## config.mk

```make
export PLATFORM = sky130hd
export DESIGN_NAME = rob_mc
export DESIGN_NICKNAME = d
export VERILOG_FILES = /design/src/rtl/rob_mc_pkg.sv /design/src/rtl/rob_mc_age.sv /design/src/rtl/rob_mc.sv
export SDC_FILE = /design/constraint.sdc
export NUM_CORES = 2
export LEC_CHECK = 0
export ABC_CLOCK_PERIOD_IN_PS = 11300
export CAP_MARGIN = 10
export CELL_PAD_IN_SITES_DETAIL_PLACEMENT = 1
export CELL_PAD_IN_SITES_GLOBAL_PLACEMENT = 1
export CORE_MARGIN = 3
export CORE_UTILIZATION = 53
export CTS_BUF_LIST = sky130_fd_sc_hd__clkbuf_4 sky130_fd_sc_hd__clkbuf_8 sky130_fd_sc_hd__clkbuf_16
export DETAILED_ROUTE_END_ITERATION = 12
export PLACE_DENSITY = 0.81
export SETUP_SLACK_MARGIN = 0.15
export SLEW_MARGIN = 20
export SYNTH_ARGS = -nofsm -noshare
export SYNTH_HDL_FRONTEND = slang
export SYNTH_SLANG_ARGS = --single-unit
```

## constraint.sdc

```tcl
create_clock -name clk -period 11.3 [get_ports clk]
set_input_delay 2.26 -clock clk [delete_from_list [all_inputs] [get_ports clk]]
set_output_delay 2.26 -clock clk [all_outputs]
set_load 0.02 [all_outputs]
```

## src/rtl/rob_mc_pkg.sv

```systemverilog
// Shared helpers for the multi-commit reorder buffer.
// Ring arithmetic used by the top and the age comparators.
package rob_mc_pkg;

    function automatic int unsigned rel_age(
        input int unsigned idx,
        input int unsigned head,
        input int unsigned depth
    );
        return (idx - head) & (depth - 1);
    endfunction

endpackage

```

## src/rtl/rob_mc_age.sv

```systemverilog
// Index-to-age conversion relative to head, plus the occupied compare.
// One instance per CDB port and one for the flush index.
module rob_mc_age
    import rob_mc_pkg::*;
#(
    parameter int IDX_W = 4
) (
    input  logic [IDX_W-1:0] idx,
    input  logic [IDX_W:0]   head,
    input  logic [IDX_W:0]   cnt,
    output logic [IDX_W-1:0] age,
    output logic             occupied
);

    assign age = IDX_W'(rel_age(32'(idx), 32'(head[IDX_W-1:0]), 2 ** IDX_W));
    assign occupied = {1'b0, age} < cnt;

endmodule

```

## src/rtl/rob_mc.sv

```systemverilog
// Reorder buffer with N CDB ports, multi-slot in-order commit
// and selective flush of entries younger than a given index.
module rob_mc
    import rob_mc_pkg::*;
#(
    parameter int DEPTH     = 16,
    parameter int IDX_W     = $clog2(DEPTH),
    parameter int NUM_CDB   = 2,
    parameter int COMMIT_W  = 2,
    parameter int DATA_W    = 32,
    parameter int PAYLOAD_W = 64
) (
    input  logic                          clk,
    input  logic                          rst,
    input  logic                          enq_valid,
    input  logic [PAYLOAD_W-1:0]          enq_payload,
    output logic                          enq_ready,
    output logic [IDX_W-1:0]              enq_idx,
    input  logic [NUM_CDB-1:0]            cdb_valid,
    input  logic [NUM_CDB*IDX_W-1:0]      cdb_idx,
    input  logic [NUM_CDB*DATA_W-1:0]     cdb_data,
    output logic [COMMIT_W-1:0]           commit_valid,
    output logic [COMMIT_W*IDX_W-1:0]     commit_idx,
    output logic [COMMIT_W*PAYLOAD_W-1:0] commit_payload,
    output logic [COMMIT_W*DATA_W-1:0]    commit_data,
    input  logic [COMMIT_W-1:0]           commit_ack,
    input  logic                          flush_valid,
    input  logic [IDX_W-1:0]              flush_idx,
    input  logic                          flush_all,
    output logic                          flush_err,
    output logic [IDX_W:0]                count
);

    typedef logic [IDX_W:0] rob_ptr_t;

    typedef struct packed {
        logic [PAYLOAD_W-1:0] payload;
        logic [DATA_W-1:0]    data;
    } rob_mc_entry_t;

    rob_mc_entry_t    ent_q [DEPTH];
    logic [DEPTH-1:0] done_q, done_nxt, hit;
    logic [DATA_W-1:0] wdata [DEPTH];
    rob_ptr_t head_q, tail_q, tail_nxt, cnt, k, keep_len, fl_end;
    logic flush_err_q, full, enq_fire, fl_hit, fl_occ;
    logic [IDX_W-1:0] fl_age;
    logic [IDX_W-1:0] cdb_age [NUM_CDB];
    logic [NUM_CDB-1:0] cdb_occ, cdb_ok;

    assign cnt       = tail_q - head_q;
    assign full      = cnt == rob_ptr_t'(DEPTH);
    assign enq_ready = ~full & ~flush_valid & ~flush_all;
    assign enq_fire  = enq_valid & enq_ready;
    assign enq_idx   = tail_q[IDX_W-1:0];
    assign count     = cnt;
    assign flush_err = flush_err_q;

    rob_mc_age #(.IDX_W(IDX_W)) u_fl_age (
        .idx(flush_idx), .head(head_q), .cnt(cnt),
        .age(fl_age), .occupied(fl_occ)
    );

    for (genvar p = 0; p < NUM_CDB; p++) begin : g_cdb
        rob_mc_age #(.IDX_W(IDX_W)) u_age (
            .idx(cdb_idx[p*IDX_W +: IDX_W]), .head(head_q), .cnt(cnt),
            .age(cdb_age[p]), .occupied(cdb_occ[p])
        );
        // Entries retiring or squashed this cycle must not be revived.
        assign cdb_ok[p] = cdb_valid[p] & cdb_occ[p]
                         & ({1'b0, cdb_age[p]} >= k)
                         & ({1'b0, cdb_age[p]} < keep_len);
    end

    always_comb begin
        k = '0;
        for (int i = 0; i < COMMIT_W; i++)
            if (commit_ack[i]) k = k + rob_ptr_t'(1);
    end

    // Surviving span measured from the current head; a flush that
    // lands inside the retiring group leaves nothing behind it.
    assign fl_end = {1'b0, fl_age} + rob_ptr_t'(1);

    always_comb begin
        fl_hit   = flush_valid & ~flush_all & fl_occ;
        keep_len = cnt;
        if (fl_hit) keep_len = (fl_end > k) ? fl_end : k;
        tail_nxt = tail_q;
        if (fl_hit)        tail_nxt = head_q + keep_len;
        else if (enq_fire) tail_nxt = tail_q + rob_ptr_t'(1);
    end

    always_comb begin
        int unsigned age_j;
        logic        alive;
        done_nxt = '0;
        hit      = '0;
        for (int j = 0; j < DEPTH; j++) begin
            wdata[j] = '0;
            for (int p = 0; p < NUM_CDB; p++) begin
                if (cdb_ok[p] && cdb_idx[p*IDX_W +: IDX_W] == IDX_W'(j)) begin
                    hit[j]   = 1'b1;
                    wdata[j] = cdb_data[p*DATA_W +: DATA_W];
                end
            end
            age_j = rel_age(j, 32'(head_q[IDX_W-1:0]), DEPTH);
            alive = age_j >= 32'(k) && age_j < 32'(keep_len);
            done_nxt[j] = ~flush_all & alive & (done_q[j] | hit[j]);
        end
    end

    always_comb begin
        logic             prev;
        logic             v;
        logic [IDX_W-1:0] sidx;
        commit_valid   = '0;
        commit_idx     = '0;
        commit_payload = '0;
        commit_data    = '0;
        prev = 1'b1;
        for (int i = 0; i < COMMIT_W; i++) begin
            sidx = head_q[IDX_W-1:0] + IDX_W'(i);
            v    = (rob_ptr_t'(i) < cnt) & done_q[sidx] & prev;
            prev = v;
            commit_valid[i]                       = v;
            commit_idx[i*IDX_W +: IDX_W]          = sidx;
            commit_payload[i*PAYLOAD_W +: PAYLOAD_W] = ent_q[sidx].payload;
            commit_data[i*DATA_W +: DATA_W]       = ent_q[sidx].data;
        end
    end

    always_ff @(posedge clk or posedge rst) begin
        if (rst) begin
            head_q      <= '0;
            tail_q      <= '0;
            done_q      <= '0;
            flush_err_q <= 1'b0;
        end else if (flush_all) begin
            head_q      <= '0;
            tail_q      <= '0;
            done_q      <= '0;
            flush_err_q <= 1'b0;
        end else begin
            head_q      <= head_q + k;
            tail_q      <= tail_nxt;
            done_q      <= done_nxt;
            flush_err_q <= flush_valid & ~fl_occ;
        end
    end

    always_ff @(posedge clk) begin
        if (enq_fire) ent_q[tail_q[IDX_W-1:0]].payload <= enq_payload;
        for (int j = 0; j < DEPTH; j++)
            if (hit[j] && !flush_all) ent_q[j].data <= wdata[j];
    end

endmodule
```

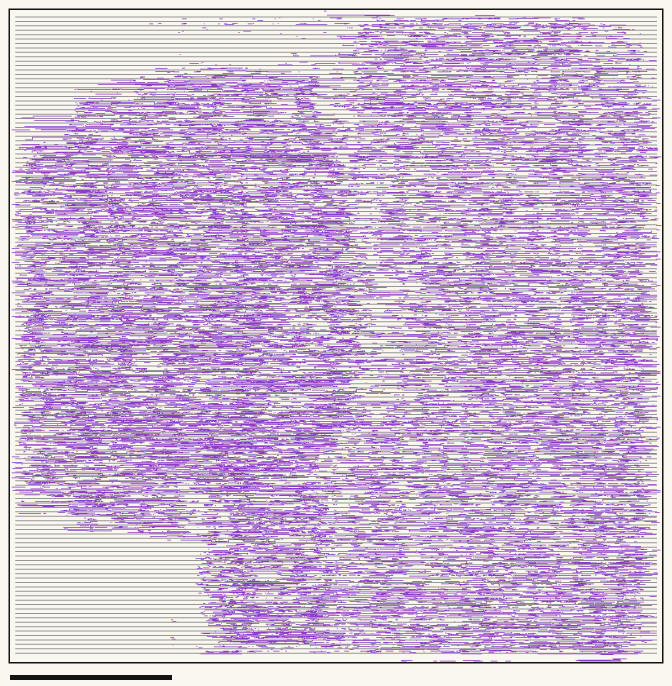
Figure 1: M1 wires.
The bar under the picture is 100 um long. Supply wires on this layer in grey.
main direction	horizontal
wire length on this layer	97.0 mm
met1 usage: 44.8%
via count: 54,300
WL final: 289,000 um

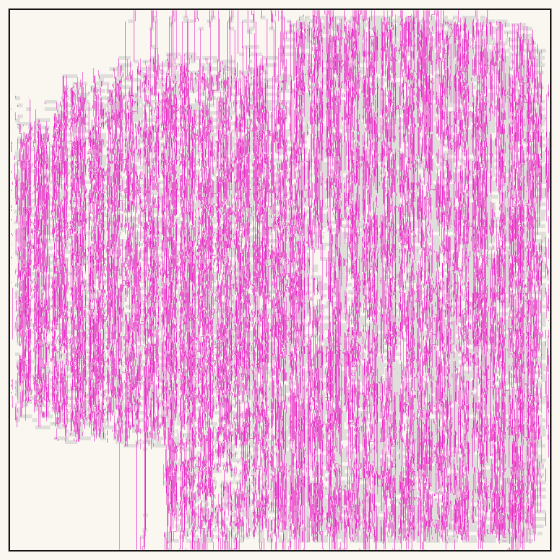
Figure 2: met2 routing.
longest straight run	145 um
nets with wire on the layer	4,901
main direction	vertical
share of all routed wire	49%
met2 Use GR: 58.7%

==> results.json <==
{
  "async_flop_share_pct": 1.73,
  "fin_ws_ns": 1.59,
  "n_all_buffers": 468,
  "dp_cells": 6763,
  "area_growth_pct": 13.4,
  "clock_area_share_pct": 5.87,
  "num_rows": 144,
  "synth_warnings": 0,
  "synthCells": 4745,
  "core_area_sq_um": 155000,
  "design_area_sq_um": 94000,
  "vias_per_cell": 7.66,
  "critical-path-max-stage-delay_ns": 0.92,
  "power.switching_mw": 7.60,
  "top_power_group": "combinational cells",
  "dominant_cells": "sequential cells",
  "highest_layer": "met5",
  "critPathSlowestCell": "dfrtp_4",
  "start_kind": "flop",
  "nets": 5129,
  "crit_chain": "inv_1, ha_1, a21o_1, a21oi_1, xnor2_1, inv_1, ha_1, a2111oi_2, o21a_1, or2_0, nor2_1, a21oi_1, inv_1, ha_1, a2111oi_0, o311ai_1, o211ai_4, buf_12, nand2_2, buf_4, a21oi_4, buf_4",
  "buf_share_pct": 4.95,
  "ys_cells": 4745,
  "r2r_slack_ns": 1.59,
  "powerDensity_nw_per_um2": 215,
  "nClkBuffers": 204,
  "p_leak_nw": 29.4,
  "mostFrequentLayoutCell": "edfxtp_1",
  "cts_buffer_depth": 3,
  "fin_cells": 7081,
  "synth_area_per_cell_sq_um": 17.5,
  "post-route-period-util_pct": 85.9,
  "power.clock.fraction_pct": 27.7,
  "grtUsageTotal_pct": 35.9,
  "seq_power_mw": 6.81,
  "crit_path_end_kind": "flop",
  "slew_headroom_pct": 17.5,
  "holdCritStartpoint": "done_q[1]",
  "cp.arrival_ns": 10.13,
  "cts_hold_buf": 0,
  "synth_area_leader_cell": "edfxtp_1",
  "drive_above_1_share_pct": 31.8,
  "reg_top3": "ent_q x1536, done_q x16",
  "mostFrequentLayoutCells": "1,536 x edfxtp_1, 970 x mux4_2, 360 x clkdlybuf4s50_1",
  "worst-path-buf-inv": 6,
  "fp.dieW_um": 401,
  "combAreaFraction_pct": 36.4,
  "totalNegativeSetupSlack_ns": 0,
  "yosys.area_share.aoi_pct": 3.58,
  "grt_pass1_vias": 57200,
  "comb_cells": 2640,
  "maxCapViolations": 0,
  "simple_gate_share_pct": 5.01,
  "yosys.stat.seqShare_pct": 56.5,
  "tool_warnings": 67,
  "drt-met1-wl_um": 97000,
  "vdd_drop_max_mv": 0.669,
  "worstHoldPathType": "flop to flop",
  "yosys_area_sq_um": 82900,
  "register_area_sq_um": 46800,
  "final_util_pct": 60.7,
  "regMostFlops": "ent_q",
  "postRouteAntennaNets": 0,
  "whs_ns": 0.561,
  "root_buffer": "clkbuf_16",
  "dp_hpwl_um": 157000,
  "top_logic_kind": "multiplexers",
  "cts_resized": 0,
  "netlist_top_cells_count": "1,536 x edfxtp_1, 970 x mux4_2, 305 x clkbuf_1",
  "status": "completed",
  "clk_pin_slew_ns": 0.06,
  "powerComb_mw": 7.82,
  "p_int_mw": 12.6,
  "r2r_end": "ent_q[3][20]",
  "hold-path-cell-count": 1,
  "critPathMaxFanout": 91,
  "timing.rr.start": "head_q[1]",
  "chipHeight_um": 401,
  "grt_max_degree": 204,
  "finalMaxSlewViolations": 0,
  "fp_util_pct": 53.5,
  "cp.depth": 22,
  "largest_reg_flops": 1536,
  "crit_family": "AND-OR/OR-AND gates",
  "grt-busiest-layer": "met2",
  "place.gp.congestion": 0.836,
  "ys_ff": 1563,
  "critPathLaunch": "head_q[1]",
  "cts.sink_count": 1563,
  "clk_latency_ns": 0.83,
  "chipArea_sq_um": 161000,
  "seqPwrFrac_pct": 33.7,
  "h-tree-depth": 4,
  "combPwrFrac_pct": 38.7,
  "clock_power_mw": 5.59,
  "rsz0062_at_grt": "no",
  "fmax_mhz": 103,
  "cts_tree": "done",
  "wire_per_inst_um": 40.8,
  "top_cell": "edfxtp_1",
  "edf_count": 1536,
  "ff_type": "edfxtp_1",
  "synth_top_area_share_pct": 55.7,
  "synth_cell_types": 74,
  "ys_sh_mux_pct": 30.4,
  "grt.overflow.total": 0,
  "ff_count": 1563,
  "nWellTaps": 2044,
  "min_period_ns": 9.71,
  "xor_share_pct": 0.376,
  "switching_share_pct": 37.6,
  "fin_skew_ns": 0.0386,
  "dr_wl_met2_um": 143000,
  "met3_length_um": 30700,
  "hold_viol": 0,
  "drcViolationCount": 0
}
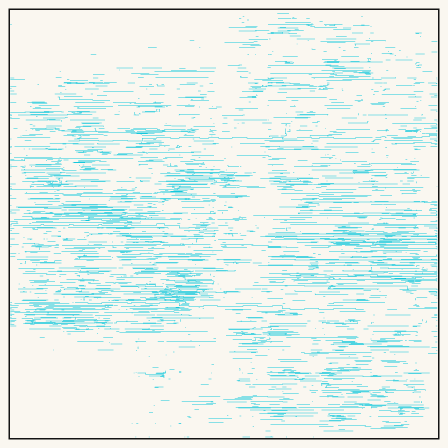
Figure 3: the metal 3 layer.
main direction	horizontal
longest straight run	171 um
met3 layer usage reported by global route: 7.79%

